$ cat config.mk
export PLATFORM = sky130hd
export DESIGN_NAME = bcd_countdown_timer
export DESIGN_NICKNAME = d
export VERILOG_FILES = /design/src/rtl/oven_pkg.sv /design/src/rtl/bcd_digit_dec.sv /design/src/rtl/bcd_countdown_timer.sv
export SDC_FILE = /design/constraint.sdc
export NUM_CORES = 1
export LEC_CHECK = 0
export ABC_AREA = 0
export CAP_MARGIN = 20
export CELL_PAD_IN_SITES_DETAIL_PLACEMENT = 1
export CELL_PAD_IN_SITES_GLOBAL_PLACEMENT = 2
export CORE_MARGIN = 10
export CORE_UTILIZATION = 31
export DETAILED_ROUTE_END_ITERATION = 6
export PLACE_DENSITY_LB_ADDON = 0.1
export SYNTH_ARGS = -nofsm -noshare
export SYNTH_HDL_FRONTEND = slang
export SYNTH_SLANG_ARGS = --single-unit
$ cat constraint.sdc
create_clock -name clk -period 6.3 [get_ports clk]
set_clock_uncertainty 0.1 [all_clocks]
set_input_delay 1.26 -clock clk [delete_from_list [all_inputs] [get_ports clk]]
set_output_delay 1.26 -clock clk [all_outputs]
set_load 0.01 [all_outputs]
$ cat src/rtl/oven_pkg.sv
// Shared types and constants for the oven cook-time datapath.
package oven_pkg;

    // Countdown controller states
    typedef enum logic [1:0] {
        IDLE = 2'd0,
        RUN  = 2'd1,
        DONE = 2'd2
    } state_t;

    // One packed BCD digit
    typedef logic [3:0] bcd_t;

    // Largest legal BCD digit; also the wrap value for a plain digit borrow
    localparam bcd_t BCD_MAX         = 4'd9;

    // Smallest key code that is not a digit (function keys, no-key codes)
    localparam bcd_t KEY_INVALID_MIN = 4'd10;

endpackage

$ cat src/rtl/bcd_digit_dec.sv
// Single BCD digit decrementer with borrow chain.
// When borrowed from, a zero digit reloads 'wrap' and passes the borrow on;
// a nonzero digit simply decrements and absorbs the borrow.
module bcd_digit_dec
    import oven_pkg::*;
(
    input  bcd_t digit,
    input  logic borrow_in,
    input  bcd_t wrap,
    output bcd_t next_digit,
    output logic borrow_out
);

    // Combinational decrement of one digit
    always_comb begin
        next_digit = digit;
        borrow_out = 1'b0;
        if (borrow_in) begin
            if (digit == 4'd0) begin
                next_digit = wrap;
                borrow_out = 1'b1;
            end else begin
                next_digit = digit - 4'd1;
            end
        end
    end

endmodule

$ cat src/rtl/bcd_countdown_timer.sv
// mm:ss BCD cook-time register with keypad entry and 1 Hz countdown.
// Optional build macro TIMER_DONE_PULSE_EN adds a one-clock 'done' pulse
// in the cycle the controller enters DONE.
module bcd_countdown_timer
    import oven_pkg::*;
#(
    parameter bcd_t SEC_TENS_WRAP = 4'd5,
    parameter bcd_t SEC_ONES_WRAP = 4'd9
) (
    input  logic       clk,
    input  logic       rst,
    input  logic [3:0] D,
    input  logic       loadn,
    input  logic       pgt_1Hz,
    input  logic       count_en,
    output logic [3:0] min_tens,
    output logic [3:0] min_ones,
    output logic [3:0] sec_tens,
    output logic [3:0] sec_ones,
    output logic       zero,
    output logic       running
`ifdef TIMER_DONE_PULSE_EN
    ,
    output logic       done
`endif
);

    state_t state;
    state_t next_state;

    logic loadn_q;
    logic pgt_q;
    logic load_ev;
    logic tick;

    bcd_t so_next, st_next, mo_next, mt_next;
    bcd_t so_wrap;
    logic so_borrow, st_borrow, mo_borrow;
    logic underflow;
    logic dec_zero;

    // Register the raw strobes so each edge yields exactly one event
    always_ff @(posedge clk) begin
        if (rst) begin
            loadn_q <= 1'b1;
            pgt_q   <= 1'b0;
        end else begin
            loadn_q <= loadn;
            pgt_q   <= pgt_1Hz;
        end
    end

    assign load_ev = loadn_q & ~loadn;
    assign tick    = ~pgt_q & pgt_1Hz;

    assign zero = (min_tens == 4'd0) && (min_ones == 4'd0) &&
                  (sec_tens == 4'd0) && (sec_ones == 4'd0);

    // Seconds-ones reloads 9 on a seconds-tens borrow, but the configured
    // wrap value when the borrow reaches into the minutes.
    assign so_wrap = (sec_tens == 4'd0) ? SEC_ONES_WRAP : BCD_MAX;

    bcd_digit_dec u_sec_ones (
        .digit      (sec_ones),
        .borrow_in  (1'b1),
        .wrap       (so_wrap),
        .next_digit (so_next),
        .borrow_out (so_borrow)
    );

    bcd_digit_dec u_sec_tens (
        .digit      (sec_tens),
        .borrow_in  (so_borrow),
        .wrap       (SEC_TENS_WRAP),
        .next_digit (st_next),
        .borrow_out (st_borrow)
    );

    bcd_digit_dec u_min_ones (
        .digit      (min_ones),
        .borrow_in  (st_borrow),
        .wrap       (BCD_MAX),
        .next_digit (mo_next),
        .borrow_out (mo_borrow)
    );

    bcd_digit_dec u_min_tens (
        .digit      (min_tens),
        .borrow_in  (mo_borrow),
        .wrap       (BCD_MAX),
        .next_digit (mt_next),
        .borrow_out (underflow)
    );

    // A borrow out of the top digit means the value was 0000: hold, never wrap.
    assign dec_zero = (mt_next == 4'd0) && (mo_next == 4'd0) &&
                      (st_next == 4'd0) && (so_next == 4'd0) && ~underflow;

    // State register
    always_ff @(posedge clk) begin
        if (rst) begin
            state <= IDLE;
        end else begin
            state <= next_state;
        end
    end

    // Next-state logic; a final tick takes priority over a pause request
    always_comb begin
        next_state = state;
        unique case (state)
            IDLE: if (count_en && !zero) next_state = RUN;
            RUN: begin
                if (tick && dec_zero)  next_state = DONE;
                else if (!count_en)    next_state = IDLE;
            end
            DONE: if (!count_en) next_state = IDLE;
            default: next_state = IDLE;
        endcase
    end

    // Output decode from the registered state
    always_comb begin
        running = (state == RUN);
    end

    // Digit registers: countdown in RUN, key entry in IDLE, hold otherwise
    always_ff @(posedge clk) begin
        if (rst) begin
            min_tens <= 4'd0;
            min_ones <= 4'd0;
            sec_tens <= 4'd0;
            sec_ones <= 4'd0;
        end else if (state == RUN) begin
            if (tick && !underflow) begin
                min_tens <= mt_next;
                min_ones <= mo_next;
                sec_tens <= st_next;
                sec_ones <= so_next;
            end
        end else if (state == IDLE && load_ev && (D < KEY_INVALID_MIN)) begin
            min_tens <= min_ones;
            min_ones <= sec_tens;
            sec_tens <= sec_ones;
            sec_ones <= D;
        end
    end

`ifdef TIMER_DONE_PULSE_EN
    // One-clock completion pulse aligned with the first DONE cycle
    always_ff @(posedge clk) begin
        if (rst) begin
            done <= 1'b0;
        end else begin
            done <= (state == RUN) && (next_state == DONE);
        end
    end
`endif

endmodule

==> results.tsv, run 1 <==
metric	value	unit
outcome	complete, no violations	
clock_sinks	20	
p_seq_share	27.2	%
grt_pass1_vias	1287	
lay_top_cells	clkdlybuf4s50_1 (26), dfxtp_1 (20), nand2_1 (16), nor2_1 (15), a21oi_1 (15)	
dr_total_vias	1244	
die-height	83.6	um
cts-root-buf	clkbuf_8	
worstHoldStart	min_tens[0]	
holdPathStages	2	
grtUsageMet2	18.5	%
drc_errors	0	
compound_area_share	29.5	%
crit_fanout	8	
pre_cts_ws	2.70	ns
final_max_slew_viol_count	0	
power.group.top	combinational cells	
htreeDepth	1	
worst-r2r-cell-count	6	
fp-utilization	31.8	%
fin_cells	224	
pg_seq	172	uW
sw_frac_of_total	45.3	%
finalCriticalPeriod	3.80	ns
leakage	0.000501	uW
fillers	463	
top_cell	dfxtp_1	
hold-path-endpoint	min_tens[0]	
pwr-share-clk	16.5	%
grt_pass1_wl	6.55	mm
pg_clk	105	uW
rsz0062_at_grt	no	
comb_power_share	56.3	%
crit_arrival	2.44	ns
topCombFamilyByArea	AND-OR/OR-AND gates	
cp_top_family	simple AND/OR/NAND/NOR gates	
r2r-start	state[1]	
synth.cellmix.xorXnorShare	0	%
gr-total-overflow	0	
wl_per_cell	17.6	um
syn-cell-area	0.00125	sq mm
area_leaders	dfxtp_1 (32%), a21oi_1 (6.0%), nand2_1 (4.8%)	
cts_buffers	3	
holdBufCountCts	0	
drtIter0Drc	82	
hold_violations	0	
fmax	0.263	GHz
p_total	633	uW
antenna_found_initial	0	
cts_tree	built	
cp-startpoint	sec_ones[3]	
path_buffers	1	
finalWorstSetupSlack	2.50	ns
ys_sh_simple	29.5	%
clk_transition_reported_paths	0.09	ns
ioPinCount	27	
lay_top_count	clkdlybuf4s50_1	
start_kind	flop	
portBuffers	26	
placed_cell_area	0.00150	sq mm
area_delta_synth_final	24.0	%
post_cts_buffers	0	
grt_max_degree	25	
synth_flops	20	
ant_nets	0	
p_comb	356	uW
die_area	0.00698	sq mm
cts_resized	0	
yosys_cells	154	
power.density	407	mW/mm^2
-- run 1: state kept, by name, indices dropped and copies added, names as in the netlist --
register  flops
sec_ones      4
min_tens      4
loadn_q       1
state         2
min_ones      4
sec_tens      4
pgt_q         1
-- run 1: cell type report --
cell class / instances / area [sq um] / share of cell area (%)
sequential: 20 / 400 / 25.8
timing repair buffer: 26 / 260 / 16.8
tap: 50 / 62.6 / 4.03
clock buffer: 4 / 55.1 / 3.55
multi-input combinational: 120 / 759 / 48.9
inverter: 4 / 15.0 / 0.967
-- run 1: metal layers --
layer	vias to the layer above	wire length [um]
met4	0	19
met2	14	1870
met5	-	0
met1	615	1920
li1	613	-
met3	2	137
Fig. 1: run 1, a small window of the routed layout
Window x 53 to 73, y 53 to 73 um. Cells in grey, sequential cells in the stronger grey; small squares are vias.
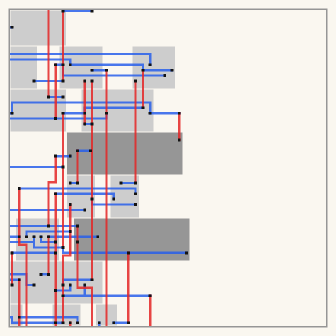
- metal 2: red
- metal 1: blue
- most frequent: a21oi_1 (2), dfxtp_1 (2), clkdlybuf4s50_1 (2)
- netlist names of flops here include: min_ones (2)
- cells with their middle in the window: 13
- sequential cells in the window: 2

Fig. 2: run 1, ports around the boundary
Scale bar: 20 um. Pins as bars across the die edge, other pins in grey.
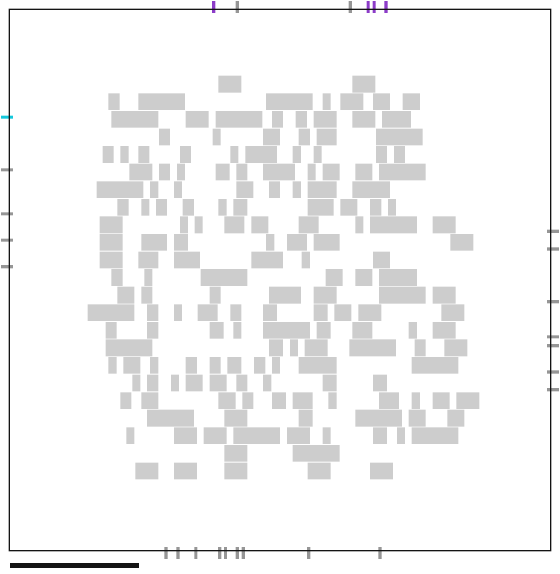
- min_ones: purple (pins 4; direction output; edge north)
- clk: cyan (pins 1; direction input; edge west)
- all pins by edge: 9 south, 7 east, 6 north, 5 west

Fig. 3: run 1, cell placement
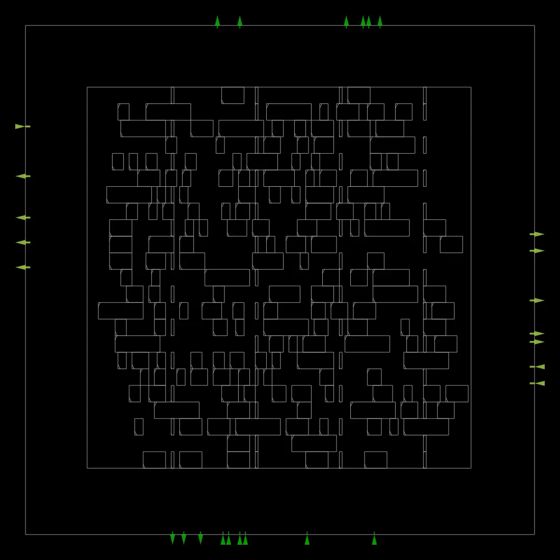
Flops: 20
fraction of area in registers: 25.8%
num rows: 23
Tap Count: 50
Core ar.: 0.00394 sq mm

Fig. 4: run 1, cell area per tile
The die is cut into 8 by 8 equal tiles; white is low, dark blue is high, 0 to 100% covered.
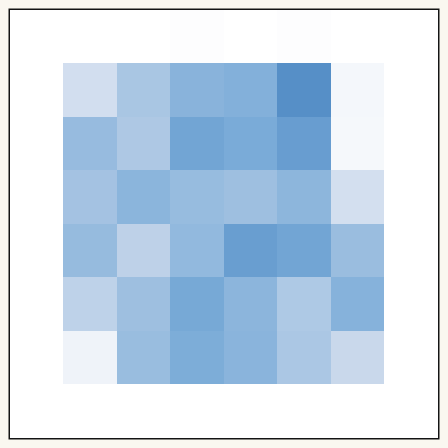
- mean over tiles: 21%
- fullest tile: 61%
- densest ninth of the die: centre
- nearly empty tiles: 44%

Fig. 5: run 1, cells by drive strength
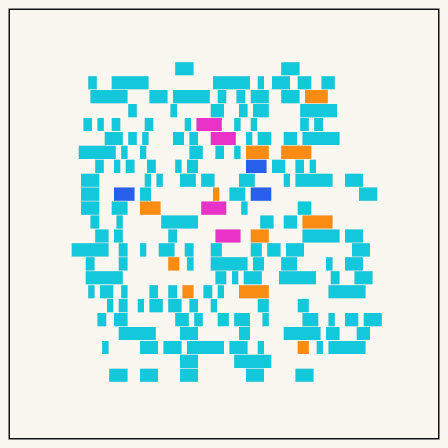

==> run 1 -> run 2 <==
--- a/config.mk
+++ b/config.mk
@@ -10,7 +10,7 @@
 export CELL_PAD_IN_SITES_DETAIL_PLACEMENT = 1
 export CELL_PAD_IN_SITES_GLOBAL_PLACEMENT = 2
 export CORE_MARGIN = 10
-export CORE_UTILIZATION = 31
+export CORE_UTILIZATION = 26
 export DETAILED_ROUTE_END_ITERATION = 6
 export PLACE_DENSITY_LB_ADDON = 0.1
 export SYNTH_ARGS = -nofsm -noshare
==> constraint.sdc (replaced) <==
create_clock -name clk -period 3.37 [get_ports clk]
set_clock_uncertainty 0.1 [all_clocks]
set_input_delay 0.674 -clock clk [delete_from_list [all_inputs] [get_ports clk]]
set_output_delay 0.674 -clock clk [all_outputs]
set_load 0.01 [all_outputs]
Fig. 6: run 2, cells by drive strength
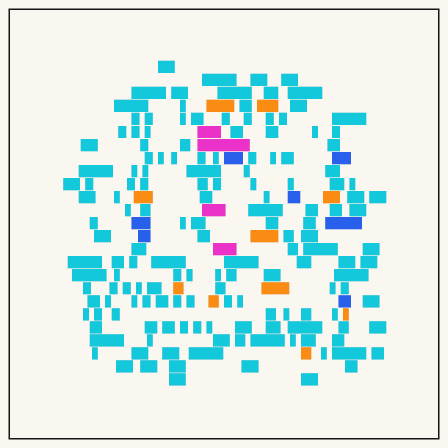
- _0 and _1 cells: cyan (cells 156)
- _2 cells: orange (cells 10)
- _3 and _4 cells: blue (cells 7)
- _6 and larger: magenta (cells 4)

==> results.tsv, run 2 <==
metric	value	unit
grt_pass1_vias	1272	
cts_tree	built	
drt-pass1-iter-count	4	
crit_arrival	2.38	ns
ioPinCount	27	
routed.top_layer	met4	
hold_violations	0	
clock_latency	0.27	ns
final_max_slew_viol_count	0	
use_met3	2.73	%
fillers	569	
synth_top_flop_cell	dfxtp_1	
wl_per_cell	17.8	um
cts-root-buf	clkbuf_8	
dp_hpwl	2.96	mm
seq_cell_count	20	
endpoint_kind	primary output	
inv_count	4	
portBuffers	26	
routed-wl-met3	192	um
synth_flops	20	
p_comb	710	uW
wl	4.12	mm
htreeDepth	1	
crit_cells	4	
grt.total_usage	10.9	%
fmax	0.317	GHz
lay_top_count	clkdlybuf4s50_1	
dr_total_vias	1273	
clock_cell_area_share	4.44	%
ant_nets	0	
finalWorstSetupSlack	0.216	ns
worstHoldStart	state[0]	
power.group.top	combinational cells	
leakage	0.000526	uW
pg_clk	249	uW
sw_frac_of_total	43.2	%
synth_warnings	0	
fin_cells	231	
clkbuf_count	3	
synth_cell_types	47	
yosys_cells	154	
die_area	0.00799	sq mm
outcome	complete, no violations	
holdBufCountCts	0	
place_congestion	0.758	
whs	0.408	ns
power.density	798	mW/mm^2
seq_area	400	sq um
postSynthSeqShare	32.0	%
comb_power_share	55.4	%
cts_resized	0	
floorplan.nets	163	
clock_sinks	20	
worst_slew_pin_slew	0.976	ns
lay_top_cells	clkdlybuf4s50_1 (26), dfxtp_1 (20), nand2_1 (16), nor2_1 (15), a21oi_1 (15)	
logic_gate_count	120	
drtIter0Drc	67	
cp_top_family	simple AND/OR/NAND/NOR gates	
crit_path_max_incr_delay	0.63	ns
busiest_layer	met2	
fp-utilization	26.7	%
pre_cts_ws	0.342	ns
area_leaders	dfxtp_1 (32%), a21oi_1 (6.0%), nand2_1 (4.8%)	
area_delta_synth_final	28.2	%
rsz0062_at_grt	no	
synth-edff-count	0	
ir_drop	0.000253	V
logic_area	768	sq um
start_kind	flop	
grtUsageMet2	16.6	%
hold_path_class	flop to flop	
core.rowCount	25	
top_area_cell	dfxtp_1	
drc_errors	0	
wirelength_met1	2.05	mm
pwr-share-clk	19.4	%
cts_buffers	3	
placed_cell_area	0.00153	sq mm
n_all_buffers	29	
gr-total-overflow	0	
internal_power	728	uW
p_total	1280	uW
fp.dieW	89.4	um
die-height	89.4	um
pg_seq	323	uW
sh_seq_area	24.9	%
grt_max_degree	25	
post_cts_buffers	0	
syn-instance-count	154	
clk_path_buf_depth	2	
finalCriticalPeriod	3.15	ns
finalCritPeriodShare	93.6	%
syn-cell-area	0.00125	sq mm
drive_above_1_share	11.9	%
crit_fanout	8	
clk_transition_reported_paths	0.09	ns
crit_path_cell_trace	or4_4 > nor4_4 > and3_1 > clkdlybuf4s50_1	
maxCapViolations	0	
worst-r2r-cell-count	5	
holdPathStages	2	
stdcell_area	0.00161	sq mm
diodes	0	
vias_per_cell	5.51	
path_buffers	1	
nWellTaps	54	
core	0.00469	sq mm
top_cell	dfxtp_1	
antenna_found_initial	0	
buf_share	17.6	%
grt_pass1_wl	6.78	mm
use_met1	14.4	%
hold-path-endpoint	state[0]	
worstSetupPathType	flop to primary output	
largest_class	combinational gates	
r2r-start	sec_ones[3]	
wl_met2	1.83	mm
ys_top_cells_by_count	dfxtp_1 (20), nand2_1 (16), a21oi_1 (15), nor2_1 (15), o21ai_1 (8)	
comb_share	47.9	%
nets	187	
p_seq_share	25.2	%
Fig. 7: run 2, ports around the boundary
Scale bar: 20 um. Pins as bars across the die edge, other pins in grey.
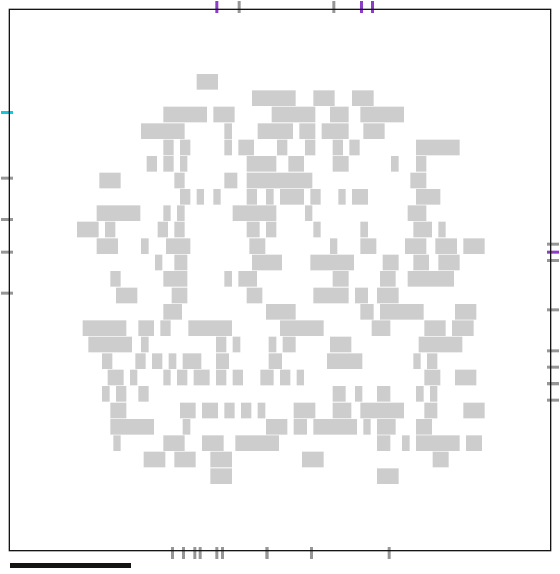
- clk: cyan (pins 1; direction input; edge west)
- min_ones: purple (pins 4; direction output; edge 3 north, 1 east)
- all pins by edge: 9 south, 8 east, 5 west, 5 north

## run 2: netlist changes by cell type in the layout (fill, tap and decap cells not counted), sizes merged
cell	delta
buf	+3
clkbuf	-1
bufinv	+1
## run 2: cells by family after synthesis
group | after synthesis | synth area share, %
and+or+nand+nor | 65 | 29.5
AOI/OAI and AO/OA | 53 | 29.5
DFF | 20 | 32.0
buffers and inverters | 14 | 7.39
muxes | 2 | 1.70
## run 2: worst max-delay path by stage
stage,startpoint,endpoint,slack (ns)
finish,sec_ones[3],zero,0.22
detailed placement,loadn,sec_ones[0],0.34
global placement,sec_ones[3],zero,0.41
floorplan,sec_ones[3],zero,1.01
global route,sec_ones[3],zero,0.08
CTS,sec_ones[2],zero,0.07
Fig. 8: run 2, cell area per tile
The die is cut into 9 by 9 equal tiles; white is low, dark blue is high, 0 to 100% covered.
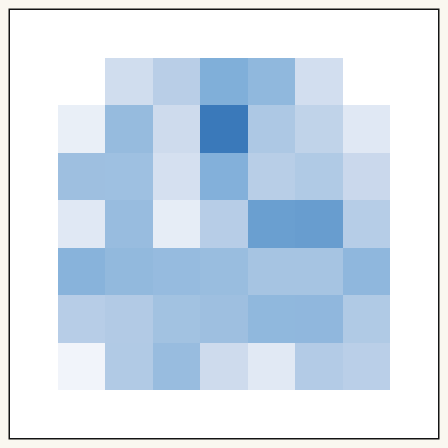

==> run 2 -> run 3 <==
--- a/config.mk
+++ b/config.mk
@@ -13,6 +13,7 @@
 export CORE_UTILIZATION = 26
 export DETAILED_ROUTE_END_ITERATION = 6
 export PLACE_DENSITY_LB_ADDON = 0.1
+export SKIP_CTS_REPAIR_TIMING = 1
 export SYNTH_ARGS = -nofsm -noshare
 export SYNTH_HDL_FRONTEND = slang
 export SYNTH_SLANG_ARGS = --single-unit
==> constraint.sdc (replaced) <==
create_clock -name clk -period 3.37 [get_ports clk]
set_clock_uncertainty 0.1 [all_clocks]
set_input_delay 0.337 -clock clk [delete_from_list [all_inputs] [get_ports clk]]
set_output_delay 0.337 -clock clk [all_outputs]
set_load 0.01 [all_outputs]
Fig. 9: run 3, cell area per tile
The die is cut into 9 by 9 equal tiles; white is low, dark blue is high, 0 to 100% covered.
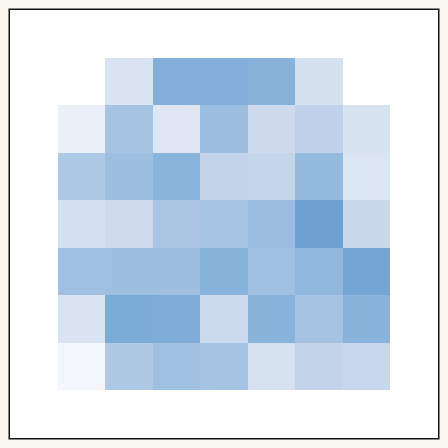
- nearly empty tiles: 42%
- densest ninth of the die: centre
- mean over tiles: 19%

==> results.tsv, run 3 <==
metric	value	unit
outcome	complete, no violations	
logic_gate_count	120	
portBuffers	26	
cts_tree	built	
maxCapViolations	0	
crit_path_max_incr_delay	0.61	ns
rsz0062_at_grt	no	
grt_pass1_wl	7.02	mm
grt_pass1_vias	1328	
cp-startpoint	sec_ones[2]	
crit_path_cell_trace	or4_4 > nor4_2 > and3_1 > clkdlybuf4s50_1	
final_max_slew_viol_count	0	
fin_cells	229	
drc_errors	0	
area_delta_synth_final	26.3	%
clock_sinks	20	
wl_per_cell	18.6	um
pre_cts_ws	0.613	ns
comb_share	48.0	%
clk_transition_reported_paths	0.09	ns
synth_cell_types	47	
dr_total_vias	1253	
nets	185	
comb_power_share	54.2	%
worst_slew_pin_slew	0.958	ns
syn-cell-area	0.00125	sq mm
whs	0.414	ns
grt.total_usage	11.2	%
seq_cell_count	20	
wirelength_met1	1.99	mm
synth_warnings	0	
antenna_found_initial	0	
seq_area	400	sq um
core.rowCount	25	
drt-pass1-iter-count	4	
logic_area	759	sq um
routed-wl-met3	198	um
yosys_cells	154	
drtIter0Drc	88	
lay_top_cells	clkdlybuf4s50_1 (26), dfxtp_1 (20), nand2_1 (16), nor2_1 (15), a21oi_1 (15)	
pwr-share-clk	20.1	%
postSynthSeqShare	32.0	%
holdPathStages	2	
start_kind	flop	
stdcell_area	0.00158	sq mm
top_cell	dfxtp_1	
p_total	1260	uW
largest_class	combinational gates	
path_buffers	1	
buf_share	16.9	%
worstSetupPathType	flop to primary output	
power.density	798	mW/mm^2
sh_seq_area	25.3	%
gr-total-overflow	0	
lay_top_count	clkdlybuf4s50_1	
synth_flops	20	
clock_latency	0.27	ns
hold-path-endpoint	state[0]	
ir_drop	0.000232	V
finalCriticalPeriod	2.90	ns
diodes	0	
floorplan.nets	163	
internal_power	707	uW
crit_end	zero	
synth-edff-count	0	
ys_top_cells_by_count	dfxtp_1 (20), nand2_1 (16), a21oi_1 (15), nor2_1 (15), o21ai_1 (8)	
fp-utilization	26.7	%
area_leaders	dfxtp_1 (32%), a21oi_1 (6.0%), nand2_1 (4.8%)	
clk_path_buf_depth	2	
wl_met2	2.04	mm
hold_path_class	flop to flop	
endpoint_kind	primary output	
syn-instance-count	154	
die_area	0.00799	sq mm
nWellTaps	54	
r2r-start	sec_ones[2]	
crit_cells	4	
cts-root-buf	clkbuf_8	
finalWorstSetupSlack	0.472	ns
crit_arrival	2.46	ns
p_seq_share	25.6	%
slowest_stage	or4_4	
leakage	0.000512	uW
finalCritPeriodShare	86.0	%
wl	4.27	mm
hold_violations	0	
die-height	89.4	um
placed_cell_area	0.00151	sq mm
ant_nets	0	
place_congestion	0.744	
crit_fanout	8	
grt_max_degree	25	
fillers	576	
clkbuf_count	3	
clock_cell_area_share	4.51	%
cts_buffers	3	
worst-r2r-cell-count	5	
p_switching	555	uW
fp.dieW	89.4	um
cp_top_family	simple AND/OR/NAND/NOR gates	
sw_frac_of_total	44.0	%
htreeDepth	1	
vias_per_cell	5.47	
fmax	0.345	GHz
worstHoldStart	state[0]	
inv_count	4	
synth_top_flop_cell	dfxtp_1	
n_all_buffers	27	
dp_hpwl	3.01	mm
ioPinCount	27	
Fig. 10: run 3, a small window of the routed layout
Window x 57 to 77, y 57 to 77 um. Cells in grey, sequential cells in the stronger grey; small squares are vias.
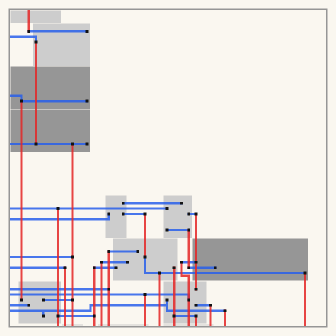

[run 3: cell counts after synthesis]
Identical to the previous run, type by type.
[run 3: metal layers]
| layer | global-route usage [%] | vias to the layer above |
|---|---|---|
| met4 | 2.60 | 0 |
| li1 | - | 619 |
| met2 | 18.8 | 15 |
| met5 | 0 | - |
| met1 | 13.6 | 615 |
| met3 | 3.28 | 4 |
[run 3: cells by family (layout without fill, tap and decap cells)]
group           count (synthesis)  in the layout  share of synthesized area, %
mux                             2              2                          1.70
compound gates                 53             53                          29.5
simple gates                   65             65                          29.5
flops                          20             20                          32.0
buf+inv                        14             35                          7.39
[run 3: power by group through the flow]
stage                     Clock (uW)  Sequential, uW  Combinational [uW]
after detailed placement           0             330                 686
final                            254             323                 685
after floorplan                    0             322                 496
after global routing             274             331                 757
after CTS                        262             324                 691
after global placement             0             328                 679
No activity file was given, so power comes from the tool's default toggle rates.
